==> config.mk <==
export PLATFORM = sky130hd
export DESIGN_NAME = div4_seq_flat
export DESIGN_NICKNAME = d
export VERILOG_FILES = /design/src/rtl/div4_seq_pkg.sv /design/src/rtl/div4_seq_if.sv /design/src/rtl/div4_seq_div_step.sv /design/src/rtl/div4_seq.sv /design/src/flat_wrapper.sv
export SDC_FILE = /design/constraint.sdc
export NUM_CORES = 1
export LEC_CHECK = 0
export CAP_MARGIN = 20
export CORE_MARGIN = 4
export CORE_UTILIZATION = 33
export CTS_CLUSTER_DIAMETER = 40
export DETAILED_ROUTE_END_ITERATION = 6
export PLACE_DENSITY_LB_ADDON = 0.1
export SYNTH_ARGS = -nofsm -noshare
export SYNTH_HDL_FRONTEND = slang
export SYNTH_SLANG_ARGS = --single-unit
export TNS_END_PERCENT = 50
==> constraint.sdc <==
create_clock -name clk -period 1.9 [get_ports clk]
set_clock_uncertainty 0.05 [all_clocks]
set_input_delay 0.38 -clock clk [delete_from_list [all_inputs] [get_ports clk]]
set_output_delay 0.38 -clock clk [all_outputs]
set_load 0.01 [all_outputs]
### Cells by drive strength, run 1

The bar under the picture is 20 um long.
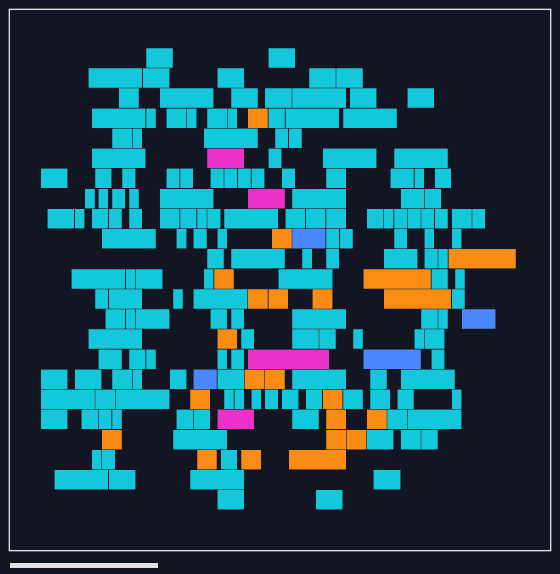
cyan -> _0 and _1 cells  # cells 168
magenta -> _6 and larger  # cells 4
orange -> _3 and _4 cells  # cells 22
blue -> _2 cells  # cells 4
final design instance area without fill: 1870 um^2
final critical-path setup slack: 107 ps
area added between synthesis and finish: 33.3%
Repair and plain buffers: 40

### Wires at chosen ports, followed through buffers, run 1

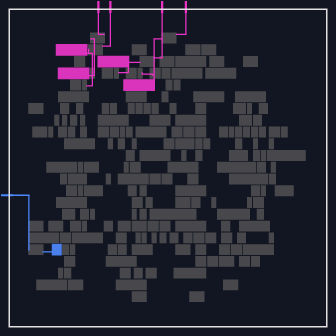
blue -> bus_start  # bits 1, direction input, edge west, end cells 1, buffers 1, wire 19.0 um
magenta -> bus_q  # bits 4, direction output, edge north, end cells 4, buffers 4, wire 81.6 um
IO Port Bufs: 22
Ports: 23

### Register map, names as in the netlist, run 1

The bar under the picture is 20 um long. Other sequential cells in the stronger grey, the rest of the logic in the fainter grey.
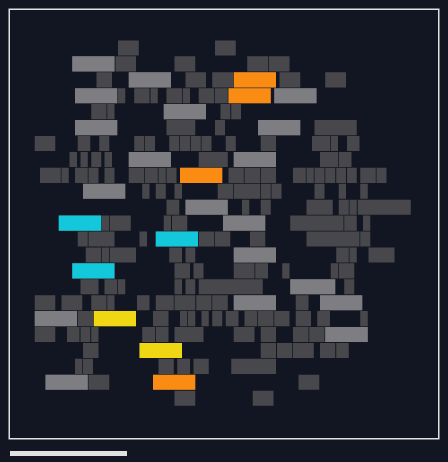
orange -> u_core.bus.r  # sequential cells 4
cyan -> u_core.cnt_q  # sequential cells 3
yellow -> u_core.state_q  # sequential cells 2
not coloured = 19
final core utilization: 46.0%
total area of sequential cells: 562 um^2
sequential power: 0.665 mW
flip-flop and latch share of the layout cell area: 30.1%

### Metal layers overlaid, run 1

The bar under the picture is 20 um long.
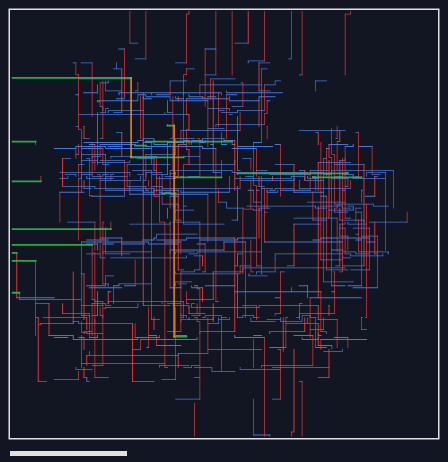
green -> metal 3  # wire length 131 um
red -> metal 2  # wire length 1600 um
orange -> metal 4  # wire length 49.6 um
blue -> metal 1  # wire length 1560 um
total global routing track utilization: 13.4%
wire length after detailed routing: 3340 um
vias after detailed routing: 1242
DR WL/cell: 13.5 um

==> impl_results.html <==
<h3>Flow metrics</h3>
<table>
<tr><th>Metric</th><th>Value</th></tr>
<tr><th colspan="2">Run status</th></tr>
<tr><td>Status</td><td>finished clean</td></tr>
<tr><th colspan="2">Yosys</th></tr>
<tr><td>Largest cells by area after synthesis</td><td>sky130_fd_sc_hd__dfxtp_1, sky130_fd_sc_hd__ha_1, sky130_fd_sc_hd__o21ai_0</td></tr>
<tr><td>Area fraction in compound gates</td><td>19.6%</td></tr>
<tr><td>Logic family by area</td><td>simple AND/OR/NAND/NOR gates</td></tr>
<tr><td>Fraction of the yosys area taken by sequential cells</td><td>40.0%</td></tr>
<tr><td>Syn Std Cell Area</td><td>between 1000 and 1500 um^2</td></tr>
<tr><td>Number of cell instances after yosys synthesis</td><td>roughly 160</td></tr>
<tr><td>Number of synthesis warnings</td><td>0</td></tr>
<tr><td>Top cells by instance count after synthesis</td><td>sky130_fd_sc_hd__dfxtp_1, sky130_fd_sc_hd__nand2_1, sky130_fd_sc_hd__o21ai_0, sky130_fd_sc_hd__nor2_1</td></tr>
<tr><th colspan="2">Die</th></tr>
<tr><td>Core area</td><td>4060 um^2</td></tr>
<tr><td>Starting utilization of the core area</td><td>34.5%</td></tr>
<tr><td>Die Span Y</td><td>roughly 73 um</td></tr>
<tr><td>Area enclosed by the die boundary</td><td>about 5300 um^2</td></tr>
<tr><th colspan="2">GRT</th></tr>
<tr><td>Met1 usage</td><td>between 10% and 20%</td></tr>
<tr><td>Peak-usage layer in the global routing report</td><td>met2</td></tr>
<tr><td>Via count of the first global-routing pass</td><td>1185</td></tr>
<tr><td>GRT met2 Usage</td><td>between 20 and 25%</td></tr>
<tr><th colspan="2">Critical path</th></tr>
<tr><td>Kind of cell adding the most delay to the critical path</td><td>AND-OR/OR-AND gates</td></tr>
<tr><td>Total number of cells along the worst setup path</td><td>7</td></tr>
<tr><td>Startpoint-to-endpoint class of the critical path</td><td>flip-flop to flip-flop</td></tr>
<tr><td>Signal arrival time at the worst endpoint</td><td>1920 ps</td></tr>
<tr><td>Critical-path cell list</td><td>inv_1, ha_4, a21oi_1, o21ai_1, xnor2_1, o211ai_1, o311a_1</td></tr>
<tr><td>Buffer and inverter count on the worst path</td><td>1</td></tr>
<tr><td>Max Fanout on Critical Path</td><td>5</td></tr>
<tr><th colspan="2">Final timing</th></tr>
<tr><td>Hold slack final</td><td>around 430 ps</td></tr>
<tr><td>Max Slew Vio Count</td><td>0</td></tr>
<tr><td>Slew @ Worst Pin</td><td>about 350 ps</td></tr>
<tr><td>Setup Total Neg Slack</td><td>0 ps</td></tr>
<tr><td>Maximum frequency from static timing analysis</td><td>558 MHz</td></tr>
<tr><th colspan="2">Flow run</th></tr>
<tr><td>Max-capacitance violation count</td><td>0</td></tr>
<tr><td>Stage-log warning count</td><td>27</td></tr>
<tr><th colspan="2">Route</th></tr>
<tr><td>Violation count after the first detailed-routing iteration</td><td>roughly 45</td></tr>
<tr><td>Met2 wire length</td><td>approximately 1600 um</td></tr>
<tr><td>Top sig layer</td><td>met4</td></tr>
<tr><td>Met1 wire length</td><td>1560 um</td></tr>
<tr><th colspan="2">CTS</th></tr>
<tr><td>Total number of clock tree sinks</td><td>28</td></tr>
<tr><td>Maximum root-to-sink buffer count</td><td>2</td></tr>
<tr><td>Clk ins delay skew pair</td><td>between 200 and 300 ps</td></tr>
<tr><td>Clk slew on worst S/H paths</td><td>100 ps</td></tr>
<tr><td>CTS tree</td><td>yes</td></tr>
<tr><td>Number of cells upsized or downsized after cts</td><td>0</td></tr>
<tr><th colspan="2">Cells and area</th></tr>
<tr><td>Fillers</td><td>between 300 and 400</td></tr>
<tr><td>Commonest non-fill, non-tap cells in the layout</td><td>sky130_fd_sc_hd__dfxtp_1, sky130_fd_sc_hd__clkdlybuf4s50_1, sky130_fd_sc_hd__buf_4</td></tr>
<tr><td>Most used logic cell in the final layout</td><td>sky130_fd_sc_hd__dfxtp_1</td></tr>
<tr><td>Diode count</td><td>0</td></tr>
<tr><th colspan="2">Power and ir drop</th></tr>
<tr><td>Reported net switching power</td><td>approximately 0.44 mW</td></tr>
<tr><td>Total power consumption of the routed design</td><td>~1.5 mW</td></tr>
<tr><td>Switching power share of the total</td><td>about 28%</td></tr>
<tr><td>Part of the power in the clock network</td><td>between 30% and 40%</td></tr>
<tr><th colspan="2">Min path</th></tr>
<tr><td>Class of the worst hold path</td><td>flip-flop to flip-flop</td></tr>
<tr><td>Min-Delay Path Depth</td><td>2</td></tr>
<tr><th colspan="2">Placement</th></tr>
<tr><td>Post-detail-place hpwl</td><td>2610 um</td></tr>
<tr><td>Placement-stage cell area</td><td>between 1500 and 2000 um^2</td></tr>
<tr><td>Routability cong.</td><td>approximately 0.92</td></tr>
</table>
-- run 1: power groups by stage --
stage / logic, mW / clock network [mW] / registers [mW]
4_1_cts: 0.386 / 0.488 / 0.662
3_5_place_dp: 0.384 / 0 / 0.675
6_report: 0.404 / 0.477 / 0.665
5_1_grt: 0.447 / 0.507 / 0.670
2_1_floorplan: 0.245 / 0 / 0.675
3_3_place_gp: 0.375 / 0 / 0.675
-- run 1: cell type report --
class / count / area [um^2] / area share [%]
inverter: 8 / 30.0 / 1.61
clock buffer: 3 / 41.3 / 2.21
timing repair buffer: 40 / 355 / 19.0
tap: 50 / 62.6 / 3.35
sequential: 28 / 562 / 30.1
clock inverter: 1 / 30.0 / 1.61
multi-input combinational: 118 / 786 / 42.1
Power is estimated from default activity; no workload was simulated.
